==> images/wires.png <==
Two of the layers only.
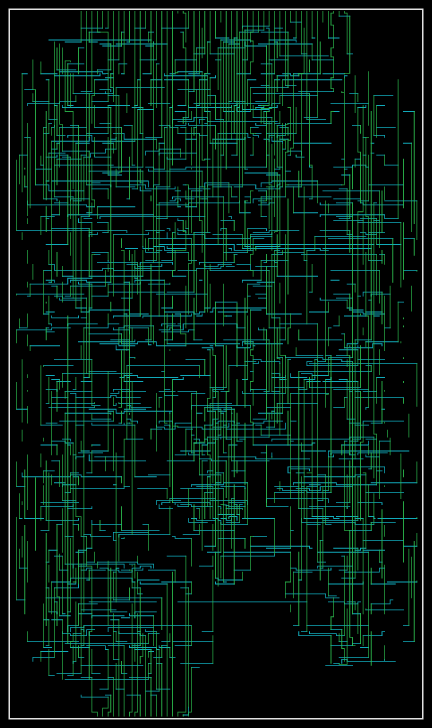
==> images/clocks.png <==
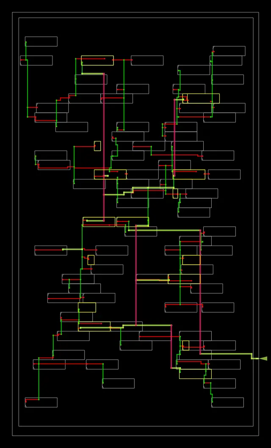
File: src/rtl/coco3_mem_arbiter.sv
// coco3_mem_arbiter: one-at-a-time arbiter (loader > video > CPU) onto a 16-bit SDRAM port with ack timeout.
// Optional macro COCO3_ARB_STARVE_EN lets a long-waiting CPU outrank video.
module coco3_mem_arbiter #(
    parameter int AW           = 21,
    parameter int TIMEOUT      = 255,
    parameter int CPU_MAX_WAIT = 64
) (
    input  logic          CLK50MHZ,
    input  logic          COCO_RESET_N,
    input  logic          CPU_REQ,
    input  logic          CPU_WE,
    input  logic [AW-1:0] CPU_ADDR,
    input  logic [7:0]    CPU_DIN,
    output logic [7:0]    CPU_DOUT,
    output logic          CPU_ACK,
    input  logic          VID_REQ,
    input  logic [AW-2:0] VID_ADDR,
    output logic [15:0]   VID_DOUT,
    output logic          VID_ACK,
    input  logic          DL_REQ,
    input  logic [AW-1:0] DL_ADDR,
    input  logic [7:0]    DL_DIN,
    output logic          DL_ACK,
    output logic          MEM_REQ,
    output logic          MEM_WE,
    output logic [AW-2:0] MEM_ADDR,
    output logic [15:0]   MEM_DIN,
    output logic [1:0]    MEM_BE,
    input  logic [15:0]   MEM_DOUT,
    input  logic          MEM_ACK,
    output logic          ERR
);
    // state | meaning
    // IDLE  | evaluate priority, launch granted transaction
    // BUSY  | MEM_REQ held, waiting for MEM_ACK or timeout
    // DONE  | granted requester's ACK high for this one cycle
    typedef enum logic [1:0] {IDLE, BUSY, DONE} state_t;
    typedef enum logic [1:0] {G_DL, G_VID, G_CPU} grant_t;

    // one width covers both the ack timer and the CPU wait counter
    localparam int CW = $clog2(((TIMEOUT > CPU_MAX_WAIT) ? TIMEOUT : CPU_MAX_WAIT) + 1);
    localparam logic [CW-1:0] TO_LAST = CW'(TIMEOUT - 1);

    state_t        state;
    grant_t        grant;
    grant_t        pick;
    logic          pick_valid;
    logic          cpu_first;
    logic          lane;
    logic [CW-1:0] tcnt;
    logic [15:0]   rdata;

    always_comb begin
        pick       = G_DL;
        pick_valid = 1'b1;
        if (DL_REQ)                    pick = G_DL;
        else if (CPU_REQ && cpu_first) pick = G_CPU;
        else if (VID_REQ)              pick = G_VID;
        else if (CPU_REQ)              pick = G_CPU;
        else                           pick_valid = 1'b0;
    end

`ifdef COCO3_ARB_STARVE_EN
    localparam logic [CW-1:0] WAIT_MAX = CW'(CPU_MAX_WAIT);
    logic [CW-1:0] wait_cnt;

    assign cpu_first = (wait_cnt == WAIT_MAX);

    always_ff @(posedge CLK50MHZ or negedge COCO_RESET_N) begin
        if (!COCO_RESET_N) begin
            wait_cnt <= '0;
        end else if (state == IDLE && pick_valid) begin
            if (pick == G_CPU)
                wait_cnt <= '0;
            else if (pick == G_VID && CPU_REQ && !cpu_first)
                wait_cnt <= wait_cnt + CW'(1);
        end
    end
`else
    assign cpu_first = 1'b0;
`endif

    // a timed-out read returns all ones
    assign rdata = MEM_ACK ? MEM_DOUT : 16'hFFFF;

    always_ff @(posedge CLK50MHZ or negedge COCO_RESET_N) begin
        if (!COCO_RESET_N) begin
            state    <= IDLE;
            grant    <= G_DL;
            lane     <= 1'b0;
            tcnt     <= '0;
            MEM_REQ  <= 1'b0;
            MEM_WE   <= 1'b0;
            MEM_ADDR <= '0;
            MEM_DIN  <= '0;
            MEM_BE   <= '0;
            CPU_DOUT <= '0;
            VID_DOUT <= '0;
            CPU_ACK  <= 1'b0;
            VID_ACK  <= 1'b0;
            DL_ACK   <= 1'b0;
            ERR      <= 1'b0;
        end else begin
            CPU_ACK <= 1'b0;
            VID_ACK <= 1'b0;
            DL_ACK  <= 1'b0;
            case (state)
                IDLE: begin
                    if (pick_valid) begin
                        grant   <= pick;
                        tcnt    <= '0;
                        MEM_REQ <= 1'b1;
                        state   <= BUSY;
                        case (pick)
                            G_DL: begin
                                MEM_WE   <= 1'b1;
                                MEM_ADDR <= DL_ADDR[AW-1:1];
                                MEM_DIN  <= {DL_DIN, DL_DIN};
                                MEM_BE   <= DL_ADDR[0] ? 2'b01 : 2'b10;
                                lane     <= DL_ADDR[0];
                            end
                            G_VID: begin
                                MEM_WE   <= 1'b0;
                                MEM_ADDR <= VID_ADDR;
                                MEM_DIN  <= '0;
                                MEM_BE   <= 2'b11;
                                lane     <= 1'b0;
                            end
                            default: begin
                                MEM_WE   <= CPU_WE;
                                MEM_ADDR <= CPU_ADDR[AW-1:1];
                                MEM_DIN  <= {CPU_DIN, CPU_DIN};
                                MEM_BE   <= !CPU_WE ? 2'b11 : (CPU_ADDR[0] ? 2'b01 : 2'b10);
                                lane     <= CPU_ADDR[0];
                            end
                        endcase
                    end
                end
                BUSY: begin
                    if (MEM_ACK || tcnt == TO_LAST) begin
                        MEM_REQ <= 1'b0;
                        state   <= DONE;
                        if (!MEM_ACK)
                            ERR <= 1'b1;
                        case (grant)
                            G_DL:  DL_ACK <= 1'b1;
                            G_VID: begin
                                VID_ACK  <= 1'b1;
                                VID_DOUT <= rdata;
                            end
                            default: begin
                                CPU_ACK <= 1'b1;
                                if (!MEM_WE)
                                    CPU_DOUT <= lane ? rdata[7:0] : rdata[15:8];
                            end
                        endcase
                    end else begin
                        tcnt <= tcnt + CW'(1);
                    end
                end
                DONE:    state <= IDLE;
                default: state <= IDLE;
            endcase
        end
    end
endmodule

File: config.mk
export PLATFORM = sky130hd
export DESIGN_NAME = coco3_mem_arbiter
export DESIGN_NICKNAME = d
export VERILOG_FILES = /design/src/rtl/coco3_mem_arbiter.sv
export SDC_FILE = /design/constraint.sdc
export NUM_CORES = 1
export LEC_CHECK = 0
export CORE_ASPECT_RATIO = 1.75
export CORE_MARGIN = 1.5
export CORE_UTILIZATION = 44
export CTS_CLUSTER_DIAMETER = 200
export DETAILED_ROUTE_END_ITERATION = 8
export GPL_TIMING_DRIVEN = 0
export PLACE_DENSITY = 0.82
export SETUP_SLACK_MARGIN = 0.05
export SLEW_MARGIN = 40
export SYNTH_ARGS = -nofsm -noshare
export SYNTH_HDL_FRONTEND = slang
export SYNTH_SLANG_ARGS = --single-unit
File: constraint.sdc
create_clock -name CLK50MHZ -period 5.5 [get_ports CLK50MHZ]
set_clock_uncertainty 0.1 [all_clocks]
set_input_delay 1.65 -clock CLK50MHZ [delete_from_list [all_inputs] [get_ports CLK50MHZ]]
set_output_delay 1.65 -clock CLK50MHZ [all_outputs]
set_load 0.02 [all_outputs]
==> results_dict.tcl <==
# metrics dict for downstream scripts
set metrics [dict create \
    holdCritStartpoint "ERR$_DFFE_PN0P_" \
    comb_cells 222 \
    flop_area_sq_mm 0.00183 \
    holdPathEnd "ERR$_DFFE_PN0P_" \
    fmax_ghz 0.297 \
    power_leader "combinational logic" \
    start_kind "input pin" \
    p_switching_mw 1.11 \
    ys_sh_xor_pct 0 \
    root_buffer "clkbuf_16" \
    buf_share_pct 33.4 \
    drt_iter0_drc 197 \
    postRouteAntennaNets 0 \
    synthAoiAreaFrac_pct 21.1 \
    grt_use_met3_pct 5.56 \
    cts_tree "built" \
    inverters 2 \
    htree_levels 3 \
    drc_errors 0 \
    slew_viol_final 0 \
    fin_nets 610 \
    syn_nets 430 \
    yosysWarnings 0 \
    drive_above_1_share_pct 8.20 \
    lay_top_cells "167 x clkdlybuf4s50_1, 73 x dfrtp_1, 31 x nor2_1" \
    endpoint "MEM_ADDR[6]$_DFFE_PN0P_" \
    die_h_um 121 \
    cts_setup_buffers 0 \
    yosys_area_sq_mm 0.00352 \
    critPathMaxFanout 10 \
    rsz0062_at_grt "false" \
    outcome "complete, no violations" \
    overflow 0 \
    io_buffers 168 \
    synth_cell_types 39 \
    worst_ep_required_time_ns 5.63 \
    core_sq_mm 0.00786 \
    leakagePower_nw 2.53 \
    hold_path_class "flop to flop" \
    relSlewSlack_pct 53.9 \
    critical_path_cell_count 6 \
    antenna_found_initial 0 \
    viasPerCell 5.47 \
    crit_path_end_kind "flop" \
    tightestPinTransition_ns 0.692 \
    powerComb_mw 1.50 \
    ys_seq_elements 73 \
    area_growth_syn_to_layout_pct 59.7 \
    grt_max_degree 58 \
    cp-startpoint "DL_REQ" \
]
-- wires.png (at the start) --
metal 2: drawn in green, wire length 5650 um. metal 1: drawn in cyan, wire length 3680 um.
Total GRT Usage: 24.8%
final wirelength: 10300 um
Vias: 3293
DR WL/cell: 17.0 um

-- clocks.png (at the start) --
clock network power consumption: 0.534 mW
number of sequential cells: 73

[per-stage QoR]
| stage | cells | cell area (sq um) | power, mW | setup slack, ns | util, % |
|---|---|---|---|---|---|
| floorplan | 327 | 3520 | 1.73 | 2.53 | - |
| global placement | 585 | 5310 | 2.41 | 0.228 | 67.6 |
| detailed placement | 586 | 5340 | 2.46 | 1.79 | 68.0 |
| CTS | 602 | 5610 | 3.00 | 2.13 | 71.5 |
| global route | 602 | 5610 | 3.14 | 1.96 | 71.5 |
| finish | 602 | 5610 | 2.98 | 2.13 | 71.5 |
[flip-flops by register name, indices dropped and copies added, names as in the netlist, 2 cells and up]
register and cells:
MEM_BE 2, MEM_ADDR 20, tcnt 8, CPU_DOUT 8, grant 2, MEM_DIN 8
state 2, VID_DOUT 16
Power and IR drop assume default switching activity.
